### config.mk
export PLATFORM = sky130hd
export DESIGN_NAME = uart_cmd_parser
export DESIGN_NICKNAME = d
export VERILOG_FILES = /design/src/rtl/uart_cmd_pkg.sv /design/src/rtl/uart_cmd_timeout.sv /design/src/rtl/uart_cmd_parser.sv
export SDC_FILE = /design/constraint.sdc
export NUM_CORES = 1
export LEC_CHECK = 0
export CORE_UTILIZATION = 52
export CTS_CLUSTER_DIAMETER = 80
export CTS_CLUSTER_SIZE = 10
export DETAILED_ROUTE_END_ITERATION = 10
export PLACE_DENSITY_LB_ADDON = 0.1
export SYNTH_ARGS = -nofsm -noshare
export SYNTH_HDL_FRONTEND = slang
export SYNTH_HIERARCHICAL = 1
export SYNTH_SLANG_ARGS = --single-unit
### constraint.sdc
create_clock -name in_clk -period 6.11 [get_ports in_clk]
set_clock_uncertainty 0.1 [all_clocks]
set_input_delay 1.222 -clock in_clk [delete_from_list [all_inputs] [get_ports in_clk]]
set_output_delay 1.222 -clock in_clk [all_outputs]
set_load 0.03 [all_outputs]
### src/rtl/uart_cmd_pkg.sv
// Shared types and constants for the UART command parser.
// Latency: n/a (declarations only).
// Backpressure: n/a.
package uart_cmd_pkg;

  // Frame assembly state: waiting for header, address, or data byte.
  typedef enum logic [1:0] {
    IDLE = 2'd0,
    ADDR = 2'd1,
    DATA = 2'd2
  } state_e;

  // Default frame header byte.
  localparam logic [7:0] HEADER_DEFAULT = 8'h3F;

  // Causes of an error pulse.
  localparam logic [1:0] BAD_HEADER = 2'd0;
  localparam logic [1:0] BAD_ADDR   = 2'd1;
  localparam logic [1:0] TIMEOUT    = 2'd2;

endpackage

### src/rtl/uart_cmd_timeout.sv
// Inter-byte gap watchdog: expires when TIMEOUT_CLKS cycles pass in a frame with no byte.
// Latency: expire_o is combinational from the counter; asserted in the TIMEOUT_CLKS-th quiet cycle.
// Backpressure: none; clear_i (a byte arriving) always overrides expiry in the same cycle.
module uart_cmd_timeout #(
  parameter int TIMEOUT_CLKS = 2140
) (
  input  logic clk_i,
  input  logic rst_i,
  input  logic clear_i,
  input  logic run_i,
  output logic expire_o
);

  localparam int            CW   = (TIMEOUT_CLKS > 1) ? $clog2(TIMEOUT_CLKS) : 1;
  localparam logic [CW-1:0] LAST = CW'(TIMEOUT_CLKS - 1);

  logic [CW-1:0] cnt_q;
  logic [CW-1:0] cnt_d;

  // A byte in the final cycle clears the count, so it is never seen as a timeout.
  assign expire_o = run_i && !clear_i && (cnt_q == LAST);

  // Count quiet cycles while a frame is open; restart on any byte, on idle, or on expiry.
  always_comb begin
    cnt_d = cnt_q + 1'b1;
    if (clear_i || !run_i || expire_o) begin
      cnt_d = '0;
    end
  end

  // Counter register.
  always_ff @(posedge clk_i or posedge rst_i) begin
    if (rst_i) begin
      cnt_q <= '0;
    end else begin
      cnt_q <= cnt_d;
    end
  end

endmodule

### src/rtl/uart_cmd_parser.sv
// Assembles 3-byte frames (header, address, data) from the UART RX stream into a config register file.
// Latency: register, write strobe and error pulse all update on the edge that samples the data byte.
// Backpressure: none; every in_rx_valid strobe is consumed. UART_CMD_PARSER_FRAME_TIMEOUT_EN adds a frame timeout.
module uart_cmd_parser
  import uart_cmd_pkg::*;
#(
  parameter logic [7:0] HEADER       = HEADER_DEFAULT,
  parameter int         NUM_REGS     = 4,
  parameter int         CLKS_PER_BIT = 107,
  parameter int         TIMEOUT_CLKS = 20 * CLKS_PER_BIT
) (
  input  logic                  in_clk,
  input  logic                  in_reset,
  input  logic                  in_rx_valid,
  input  logic [7:0]            in_rx_byte,
  output logic                  out_wr_valid,
  output logic [7:0]            out_wr_addr,
  output logic [7:0]            out_wr_data,
  output logic [NUM_REGS*8-1:0] out_regs,
  output logic                  out_err,
  output logic [7:0]            out_err_cnt,
  output logic                  out_busy
);

  // Addresses are one byte wide, so at most 256 registers are reachable.
  if (NUM_REGS < 1 || NUM_REGS > 256 || CLKS_PER_BIT < 1 || TIMEOUT_CLKS < 2) begin : g_param_err
    $error("uart_cmd_parser: illegal parameter combination");
  end

  state_e                state_q, state_d;
  logic [7:0]            addr_q, addr_d;
  logic [NUM_REGS*8-1:0] regs_q, regs_d;
  logic                  wr_vld_q, wr_vld_d;
  logic [7:0]            wr_addr_q, wr_addr_d;
  logic [7:0]            wr_dat_q, wr_dat_d;
  logic                  err_q, err_d;
  logic [7:0]            err_cnt_q, err_cnt_d;
  logic                  timeout_hit;
  logic                  addr_ok;

`ifdef UART_CMD_PARSER_FRAME_TIMEOUT_EN
  uart_cmd_timeout #(
    .TIMEOUT_CLKS (TIMEOUT_CLKS)
  ) u_timeout (
    .clk_i    (in_clk),
    .rst_i    (in_reset),
    .clear_i  (in_rx_valid),
    .run_i    (state_q != IDLE),
    .expire_o (timeout_hit)
  );
`else
  // Without the watchdog a partial frame waits indefinitely.
  assign timeout_hit = 1'b0;
`endif

  assign addr_ok = (32'(addr_q) < NUM_REGS);

  // Next-state, register-file write and error accounting.
  always_comb begin
    state_d   = state_q;
    addr_d    = addr_q;
    regs_d    = regs_q;
    wr_vld_d  = 1'b0;
    wr_addr_d = wr_addr_q;
    wr_dat_d  = wr_dat_q;
    err_d     = 1'b0;

    unique case (state_q)
      IDLE: begin
        if (in_rx_valid) begin
          if (in_rx_byte == HEADER) begin
            state_d = ADDR;
          end else begin
            err_d = 1'b1;
          end
        end
      end
      ADDR: begin
        // Any byte here is an address, including one equal to the header.
        if (in_rx_valid) begin
          addr_d  = in_rx_byte;
          state_d = DATA;
        end else if (timeout_hit) begin
          state_d = IDLE;
          err_d   = 1'b1;
        end
      end
      DATA: begin
        if (in_rx_valid) begin
          state_d = IDLE;
          if (addr_ok) begin
            for (int k = 0; k < NUM_REGS; k++) begin
              if (addr_q == 8'(k)) begin
                regs_d[8*k +: 8] = in_rx_byte;
              end
            end
            wr_vld_d  = 1'b1;
            wr_addr_d = addr_q;
            wr_dat_d  = in_rx_byte;
          end else begin
            err_d = 1'b1;
          end
        end else if (timeout_hit) begin
          state_d = IDLE;
          err_d   = 1'b1;
        end
      end
      default: begin
        state_d = IDLE;
      end
    endcase

    err_cnt_d = (err_d && (err_cnt_q != 8'hFF)) ? err_cnt_q + 8'd1 : err_cnt_q;
  end

  // State and output registers; reset discards any partial frame silently.
  always_ff @(posedge in_clk or posedge in_reset) begin
    if (in_reset) begin
      state_q   <= IDLE;
      addr_q    <= '0;
      regs_q    <= '0;
      wr_vld_q  <= 1'b0;
      wr_addr_q <= '0;
      wr_dat_q  <= '0;
      err_q     <= 1'b0;
      err_cnt_q <= '0;
    end else begin
      state_q   <= state_d;
      addr_q    <= addr_d;
      regs_q    <= regs_d;
      wr_vld_q  <= wr_vld_d;
      wr_addr_q <= wr_addr_d;
      wr_dat_q  <= wr_dat_d;
      err_q     <= err_d;
      err_cnt_q <= err_cnt_d;
    end
  end

  assign out_wr_valid = wr_vld_q;
  assign out_wr_addr  = wr_addr_q;
  assign out_wr_data  = wr_dat_q;
  assign out_regs     = regs_q;
  assign out_err      = err_q;
  assign out_err_cnt  = err_cnt_q;
  assign out_busy     = (state_q != IDLE);

endmodule

run_1/flops_by_reg.png
The bar under the picture is 20 um long. Other sequential cells in the stronger grey, the rest of the logic in the fainter grey.
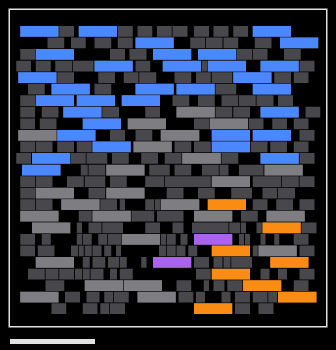
[state_q] purple | flops: 2
[out_wr_addr] orange | flops: 8 | where: bottom right
[out_regs] blue | flops: 32
not coloured: 26
register area: 1700 um^2
Final Util: 0.756
sequential power: 537 uW
Seq/total area: 0.461

run_1/clk_routes.png
The bar under the picture is 20 um long.
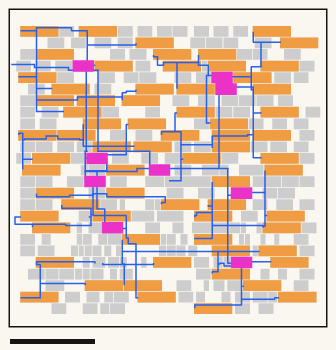
[flip-flops] orange | count: 68
[clock wires] blue | length: 802 um
[clock drivers] magenta | count: 9
routed clock nets: 10
flops lie: widely spread

run_1/detail.png
Region (41, 4) to (71, 34) um. Cells in grey, sequential cells in the stronger grey; small squares are vias.
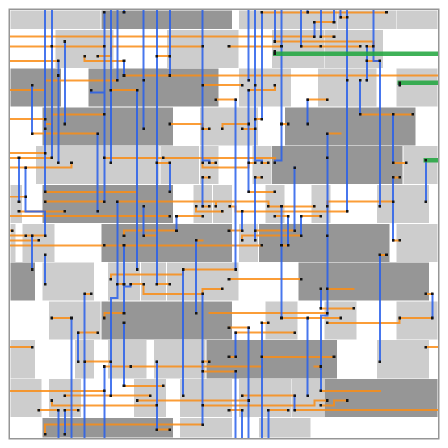
[metal 1] orange
[metal 2] blue
[metal 3] green
cells with their middle in the window: 53
most frequent: clkdlybuf4s50_1 (15), dfrtp_1 (12)
netlist names of flops here include: out_wr_addr (8)
sequential cells in the window: 12

run_1/sizes.png
The bar under the picture is 20 um long.
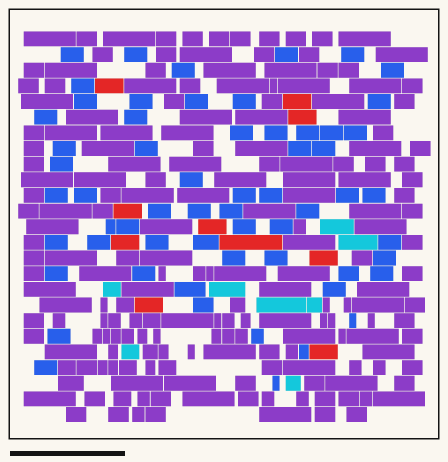
[_2 cells] blue | cells: 60 | share: 22%
[_6 and larger] red | cells: 10 | share: 3.7%
[_0 and _1 cells] purple | cells: 189 | share: 71%
[_3 and _4 cells] cyan | cells: 8 | share: 3.0%

==> flow_metrics.tcl, run 1 <==
# metrics dict for downstream scripts
set metrics [dict create \
    status "complete, no violations" \
    cts_root_buffer "clkbuf_8" \
    place_congestion 0.781 \
    fp_util 0.558 \
    ys_seq_share 0.624 \
    antenna-diode-count 0 \
    setup_violations 0 \
    top_layer "met4" \
    wl_met3_um 266 \
    drtIter0Drc 107 \
    grt_pass1_wl_mm 8.40 \
    tool_warnings 26 \
    cap_violations 0 \
    viasPerCell 5.21 \
    crit_fanout 8 \
    finalWirelength_mm 5.26 \
    wl_met1_mm 2.40 \
    yosys_area_um2 2730 \
    cts_tree "yes" \
    layout.nets 274 \
    period_needed_ns 3.12 \
    grt_usage 0.211 \
    chip_area_um2 5530 \
    synth-seq-cells 68 \
    cts_made_buffers 9 \
    whs_ns 0.387 \
    min_from "out_wr_addr[2]" \
    cp-end-kind "flip-flop" \
    drc 0 \
    dp_cells 318 \
    drive_gt1_frac 0.292 \
    drt_pass1_iterations 4 \
    reg2regPathDepth 4 \
    ys_sh_aoi 0.0101 \
    synthTopLogicFamily "multiplexers" \
    hold_violations 0 \
    yosys_cells 184 \
    h-tree-depth 3 \
    power_leakage_nw 1.70 \
    dr_wl_met2_mm 2.54 \
    core_um2 4880 \
    rows 25 \
    drv_slew 0 \
    wl_per_cell_um 15.8 \
    grt_start_max_net_pins 69 \
    min_period_over_period 0.510 \
    hold_class "flip-flop to flip-flop" \
    grt-ovfl-total 0 \
    p_per_area_nw_per_um2 311 \
    total_power_mw 1.15 \
    start_kind "input pin" \
    synth_warnings 6 \
    clockBufferDepth 2 \
    cp-startpoint "in_rx_byte[0]" \
    instances_no_fill 334 \
    post_cts_buffers 0 \
    min_to "out_wr_addr[2]" \
    synth_cell_types 34 \
    cts_hold_buf 0 \
    grt_setup_unrepaired "no" \
    syn_avg_cell_area_um2 14.8 \
    worstHoldPathCells 1 \
    first_global_vias 1674 \
    timing_worst_setup_path_type "input pin to flip-flop" \
    syn_area_um2 2730 \
    dpl_cell_area_um2 3500 \
    fillers 346 \
    antenna_found_initial 0 \
    setup_tns_ns 0 \
]
run 1: through the flow:
stage	setup WS (ns)	utilization
global placement	2.67	0.716
CTS	3.02	0.756
finish	2.99	0.756
floorplan	3.08	-
detailed placement	2.68	0.716
global route	2.93	0.756
run 1: critical path, cell delays in order:
cell	delay, ns
clkdlybuf4s50_1	0.62
nand4_1	0.20
nor4b_2	0.68
nor3_1	0.21
mux2_2	0.31
run 1: routing by layer:
| metal | global-route usage | vias to the layer above |
|---|---|---|
| li1 | - | 811 |
| met1 | 0.283 | 876 |
| met2 | 0.329 | 48 |
| met3 | 0.0528 | 6 |
| met4 | 0.0881 | 0 |
| met5 | 0 | - |
run 1: registers in the layout (all words and copies together), names as in the netlist:
register / cells
state_q: 2
addr_q: 8
out_regs: 32
out_wr_valid: 1
out_wr_addr: 8
out_wr_data: 8
out_err: 1
out_err_cnt: 8
run 1: area by class of cell:
cell class,instances,area (um^2),share of cell area
flip-flops and latches,68,1700,0.461
repair buffers,70,698,0.189
multi-input cells,111,1000,0.272
well taps,67,83.8,0.0227
clock buffers,10,128,0.0346
clock inverters,6,65.1,0.0176
inverters,2,7.51,0.00204
run 1: cells in the mapped netlist:
library cell | n | area [um^2]
xor2_1 | 5 | 43.8
mux2_2 | 50 | 563
nor4_2 | 1 | 12.5
nand2b_1 | 3 | 18.8
inv_2 | 1 | 3.75
nand3b_2 | 1 | 11.3
nor3b_4 | 1 | 18.8
and3_1 | 2 | 12.5
nor3_1 | 4 | 20.0
a21bo_2 | 1 | 10.0
nor4b_4 | 1 | 23.8
nor4b_2 | 1 | 15.0
inv_1 | 1 | 3.75
clkbuf_1 | 2 | 7.51
nand3_2 | 1 | 10.0
or2_2 | 1 | 6.26
o21ai_0 | 1 | 5.00
mux2_1 | 1 | 11.3
nand4_1 | 1 | 6.26
nor2_1 | 2 | 7.51
nand3b_1 | 1 | 7.51
nand3_4 | 1 | 17.5
nor3_4 | 1 | 16.3
and2_1 | 6 | 37.5
nor4_1 | 4 | 25.0
nand2_1 | 12 | 45.0
nor2b_1 | 1 | 6.26
buf_1 | 1 | 3.75
ha_1 | 1 | 12.5
nand3_1 | 4 | 20.0
o31ai_1 | 1 | 7.51
nor4b_1 | 1 | 8.76
a21oi_1 | 1 | 5.00
dfrtp_1 | 68 | 1700
run 1: report_power, final:
group	total [mW]	switching [mW]	leakage (nW)	internal, mW
clock	0.358	0.170	0.0962	0.189
combinational	0.250	0.137	0.689	0.113
sequential	0.537	0.0450	0.916	0.492
run 1: layout by cell type (no fill, tap or decap), drive strengths merged, types with 2 or more instances in the layout:
cell type      Yosys  final
inv                2      2
nor4b              3      3
mux2              51     51
nor3               5      5
clkdlybuf4s50      0     69
nand3              6      6
clkinv             0      4
nand3b             2      2
nand2b             3      3
and3               2      2
xor2               5      5
nor4               5      5
nor2               2      2
dfrtp             68     68
clkbuf             2     10
nand2             12     12
and2               6      6
run 1: cells by family (layout without fill, tap and decap cells):
logic type	Yosys count	after routing
and+or+nand+nor	50	50
adders and majority gates	1	1
DFF	68	68
muxes	51	51
AOI/OAI and AO/OA	4	4
xor gates and xnor gates	5	5
buffers and inverters	5	88
==> inputs of run 2 (changes only) <==
--- a/config.mk
+++ b/config.mk
@@ -5,7 +5,7 @@
 export SDC_FILE = /design/constraint.sdc
 export NUM_CORES = 1
 export LEC_CHECK = 0
-export CORE_UTILIZATION = 52
+export CORE_UTILIZATION = 44
 export CTS_CLUSTER_DIAMETER = 80
 export CTS_CLUSTER_SIZE = 10
 export DETAILED_ROUTE_END_ITERATION = 10
==> constraint.sdc (replaced) <==
create_clock -name in_clk -period 2.6 [get_ports in_clk]
set_clock_uncertainty 0.1 [all_clocks]
set_input_delay 0.52 -clock in_clk [delete_from_list [all_inputs] [get_ports in_clk]]
set_output_delay 0.52 -clock in_clk [all_outputs]
set_load 0.03 [all_outputs]
==> run 2 against run 1 <==
Against the previous run:
- combinational power increased by 140%
- highest routed layer unchanged
- non-clock buffer count rose by 14
- clock power grew 110%
- critical endpoint is now out_busy
- die area increased by 18%
- sequential power grew 130%
- total power is 130% higher
- final cell count rose by 6.3%
- core utilization decreased by 12 points
- count of clock-buffer cells in the layout rose by 3
- via count decreased by 0.17%
- sequential share of layout area is 1.3 points lower
==> flow_metrics.tcl, run 2 <==
# metrics dict for downstream scripts
set metrics [dict create \
    drtIter0Drc 31 \
    synth.top_cells.by_area "dfrtp_1 62%, mux2_2 21%, nand2_1 1.7%" \
    cts_tree "yes" \
    top_area_cell "dfrtp_1" \
    p_per_area_nw_per_um2 687 \
    mostFrequentLayoutCell "clkdlybuf4s50_1" \
    slowest_delay_ns 0.59 \
    period_needed_ns 2.30 \
    pwr-share-seq 0.484 \
    fp_util 0.458 \
    timing_worst_setup_path_type "flip-flop to primary output" \
    synth_warnings 6 \
    clockBufferDepth 2 \
    power_leakage_nw 1.77 \
    min_period_over_period 0.886 \
    cts_root_buffer "clkbuf_8" \
    antenna_found_initial 0 \
    cp-end-kind "primary output" \
    p_comb_frac 0.233 \
    largest_reg_flops 32 \
    top_cells_by_count "68 x dfrtp_1, 50 x mux2_2, 12 x nand2_1, 6 x and2_1, 5 x xor2_1" \
    drt_pass1_iterations 4 \
    worst_path_max_delay_cell "clkdlybuf4s50_1" \
    async_reset_ff_frac 1.00 \
    crit_chain "or2_2, clkdlybuf4s50_1" \
    p_int_mw 1.83 \
    swShare 0.299 \
    reg2regPathDepth 5 \
    cap_violations 0 \
    drc 0 \
    drive_gt1_frac 0.321 \
    antenna-diode-count 0 \
    setup_violations 0 \
    cts_made_buffers 9 \
    p_switching_uw 781 \
    final_core_util 0.637 \
    setup_tns_ns 0 \
    ys_seq_share 0.624 \
    cp-startpoint "state_q[1]" \
    status "complete, no violations" \
    crit_fanout 6 \
]
[run 2: cell count changes in the layout (fill, tap and decap cells not counted), sizes merged]
cell	change
bufinv	-1
clkinvlp	-1
clkinv	-2
clkbuf	+3
buf	+14
[run 2: logic make-up after synthesis]
| logic type | Yosys count | synth area share |
|---|---|---|
| xor gates and xnor gates | 5 | 0.0161 |
| buffers and inverters | 5 | 0.00688 |
| adders and majority gates | 1 | 0.00459 |
| DFF | 68 | 0.624 |
| muxes | 51 | 0.211 |
| AOI/OAI and AO/OA | 4 | 0.0101 |
| and+or+nand+nor | 50 | 0.127 |
[run 2: routing by layer]
metal  share of wire  track usage  routed length (um)
met1            0.48        0.247                2500
met2            0.47        0.281                2490
met3           0.042       0.0614                 221
met4          0.0091       0.0536                  48
met5               0            0                   0
[run 2: final cells by class]
| class | instances | area, um^2 |
|---|---|---|
| clock buffers | 13 | 159 |
| clock inverters | 2 | 10.0 |
| inverters | 2 | 7.51 |
| flip-flops and latches | 68 | 1700 |
| fillers | 477 | 2160 |
| multi-input cells | 111 | 1000 |
| well taps | 75 | 93.8 |
| repair buffers | 84 | 816 |
[run 2: how the worst min path moves through the flow]
stage                               from              to  slack, ns  cells past startpoint
final                     out_wr_addr[1]  out_wr_addr[1]       0.38                      2
after global routing      out_wr_addr[3]  out_wr_addr[3]       0.41                      1
after CTS                 out_wr_addr[0]  out_wr_addr[0]       0.38                      2
after detailed placement  out_wr_addr[1]  out_wr_addr[1]       0.37                      2
after global placement    out_wr_addr[1]  out_wr_addr[1]       0.36                      2
after floorplan               state_q[1]      state_q[0]       0.38                      1
[run 2: through the flow]
step | cells | area, um^2 | power [mW] | setup WS, ns
floorplan | 184 | 2730 | 1.61 | 0.268
global placement | 340 | 3620 | 1.89 | 0.262
detailed placement | 340 | 3620 | 1.89 | 0.211
CTS | 355 | 3790 | 2.65 | 0.266
global route | 355 | 3790 | 2.74 | 0.222
finish | 355 | 3790 | 2.61 | 0.297
[run 2: power by group through the flow]
stage | clock network, mW | registers (mW) | logic [mW]
floorplan | 0 | 1.45 | 0.168
detailed placement | 0 | 1.28 | 0.612
global route | 0.809 | 1.29 | 0.647
CTS | 0.772 | 1.26 | 0.614
finish | 0.738 | 1.26 | 0.607
global placement | 0 | 1.28 | 0.605
[run 2: worst min-delay path, delay by kind of cell, from the launching register on]
| kind | cells | cell delay (ns) |
|---|---|---|
| simple gates | 2 | 0.10 |
| flops | 1 | 0.34 |
run_2/sizes.png
The bar under the picture is 20 um long.
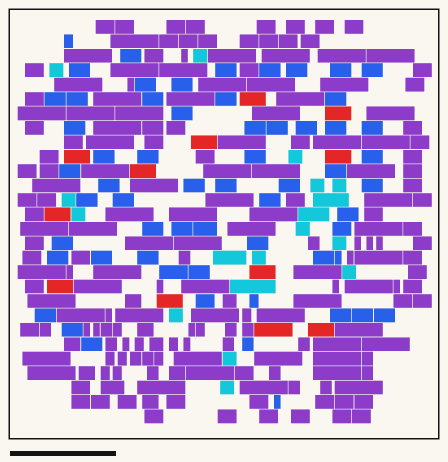
[_0 and _1 cells] purple | cells: 190 | share: 68%
[_6 and larger] red | cells: 12 | share: 4.3%
[_3 and _4 cells] cyan | cells: 18 | share: 6.4%
[_2 cells] blue | cells: 60 | share: 21%
design area: 3790 um^2
Non-clock buffers: 84

==> inputs of run 3 (changes only) <==
--- a/config.mk
+++ b/config.mk
@@ -10,6 +10,7 @@
 export CTS_CLUSTER_SIZE = 10
 export DETAILED_ROUTE_END_ITERATION = 10
 export PLACE_DENSITY_LB_ADDON = 0.1
+export SETUP_SLACK_MARGIN = 0.15
 export SYNTH_ARGS = -nofsm -noshare
 export SYNTH_HDL_FRONTEND = slang
 export SYNTH_HIERARCHICAL = 1
==> run 3 against run 2 <==
Against the previous run:
- routed wire length stayed put
- count of clock-buffer cells in the layout stayed put
- core utilization stayed put
- critical endpoint unchanged
- largest cell class unchanged
- largest power group unchanged
- highest routed layer unchanged
==> flow_metrics.tcl, run 3 <==
# metrics dict for downstream scripts
set metrics [dict create \
    p_int_mw 1.83 \
    min_to "out_wr_addr[1]" \
    fp_util 0.458 \
    status "complete, no violations" \
    dp_slack_ns 0.211 \
    dpl_cell_area_um2 3620 \
    mostFrequentLayoutCell "clkdlybuf4s50_1" \
    top_area_cell "dfrtp_1" \
    slowest_delay_ns 0.59 \
    worst_path_max_delay_cell "clkdlybuf4s50_1" \
    worstPathArrival_ns 1.68 \
    instances_no_fill 355 \
    antenna_found_initial 0 \
    seq_area_um2 1700 \
    clockBufferDepth 2 \
    grt-ovfl-total 0 \
    clock_latency_ns 0.33 \
    cap_violations 0 \
    rrSetupSlack_ns 0.65 \
    final_core_util 0.637 \
    drive_gt1_frac 0.321 \
    p_clk_frac 0.283 \
    pwr-share-seq 0.484 \
    period_needed_ns 2.30 \
    total_power_mw 2.61 \
    power_leakage_nw 1.77 \
    async_reset_ff_frac 1.00 \
    synthCells 184 \
    crit_chain "or2_2, clkdlybuf4s50_1" \
    p_comb_frac 0.233 \
    drtIter0Drc 31 \
    fin_area_um2 3790 \
    worstHoldPathCells 2 \
    cts_root_buffer "clkbuf_8" \
    synth_warnings 6 \
    swShare 0.299 \
    cts_made_buffers 9 \
    min_from "out_wr_addr[1]" \
    top_cells_by_count "68 x dfrtp_1, 50 x mux2_2, 12 x nand2_1, 6 x and2_1, 5 x xor2_1" \
    viasPerCell 4.90 \
    crit_fanout 6 \
    drc 0 \
    largest_reg_flops 32 \
    cp-end-kind "primary output" \
    setup_tns_ns 0 \
    dp_cells 340 \
    drt_pass1_iterations 4 \
    dr_total_vias 1738 \
    setup_violations 0 \
    grt_setup_unrepaired "no" \
    timing_worst_setup_path_type "flip-flop to primary output" \
    p_per_area_nw_per_um2 687 \
    mi_logic_area_um2 1000 \
    reg2reg_to "out_regs[13]" \
    fillers 477 \
    synth.top_cells.by_area "dfrtp_1 62%, mux2_2 21%, nand2_1 1.7%" \
    p_switching_uw 781 \
    antenna-diode-count 0 \
    reg2regPathDepth 5 \
    ys_seq_share 0.624 \
    min_period_over_period 0.886 \
    cts_tree "yes" \
]
[run 3: how the worst max path moves through the flow]
stage,endpoint,depth (start not counted),startpoint,slack [ns]
4_1_cts,out_busy,2,state_q[1],0.27
5_1_grt,out_busy,2,state_q[1],0.22
2_1_floorplan,addr_q[0],1,in_reset,0.27
3_3_place_gp,out_err_cnt[7],5,in_rx_valid,0.26
3_5_place_dp,out_err_cnt[1],5,in_rx_valid,0.21
6_report,out_busy,2,state_q[1],0.30
[run 3: kinds of logic after synthesis]
kind of cell | after synthesis | synth area share
buffers and inverters | 5 | 0.00688
XOR/XNOR | 5 | 0.0161
adder cells (fa/ha/maj) | 1 | 0.00459
AND-OR/OR-AND | 4 | 0.0101
AND/OR/NAND/NOR | 50 | 0.127
flip-flops | 68 | 0.624
multiplexers | 51 | 0.211
[run 3: power by group through the flow]
stage / combinational, mW / clock (mW) / sequential (mW)
6_report: 0.607 / 0.738 / 1.26
5_1_grt: 0.647 / 0.809 / 1.29
4_1_cts: 0.614 / 0.772 / 1.26
3_5_place_dp: 0.612 / 0 / 1.28
3_3_place_gp: 0.605 / 0 / 1.28
2_1_floorplan: 0.168 / 0 / 1.45
[run 3: layout make-up]
class / instances / share of cell area
Clock buffer: 13 / 0.0419
Timing Repair Buffer: 84 / 0.215
Tap cell: 75 / 0.0247
Multi-Input combinational cell: 111 / 0.265
Clock inverter: 2 / 0.00264
Sequential cell: 68 / 0.449
Inverter: 2 / 0.00198
[run 3: worst register-to-register path, delay by kind of cell, from the launching register on]
| kind | cells | cell delay [ns] |
|---|---|---|
| simple gates | 3 | 0.79 |
| flops | 1 | 0.39 |
| mux | 1 | 0.35 |
| buf+inv | 1 | 0.20 |
[run 3: layer usage]
layer | vias up | part of all wire | track usage
met5 | - | 0 | 0
met4 | 0 | 0.0091 | 0.0536
met3 | 7 | 0.042 | 0.0614
met2 | 42 | 0.47 | 0.281
met1 | 852 | 0.48 | 0.247
li1 | 837 | - | -
run_3/sizes.png
The bar under the picture is 20 um long.
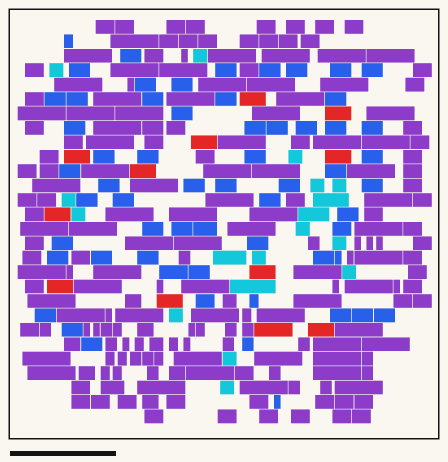
[_3 and _4 cells] cyan | cells: 18 | share: 6.4%
[_2 cells] blue | cells: 60 | share: 21%
[_6 and larger] red | cells: 12 | share: 4.3%
[_0 and _1 cells] purple | cells: 190 | share: 68%
area grow syn2layout: 39.2%
Final Worst Setup Slack: 0.297 ns

Power and IR drop assume default switching activity.
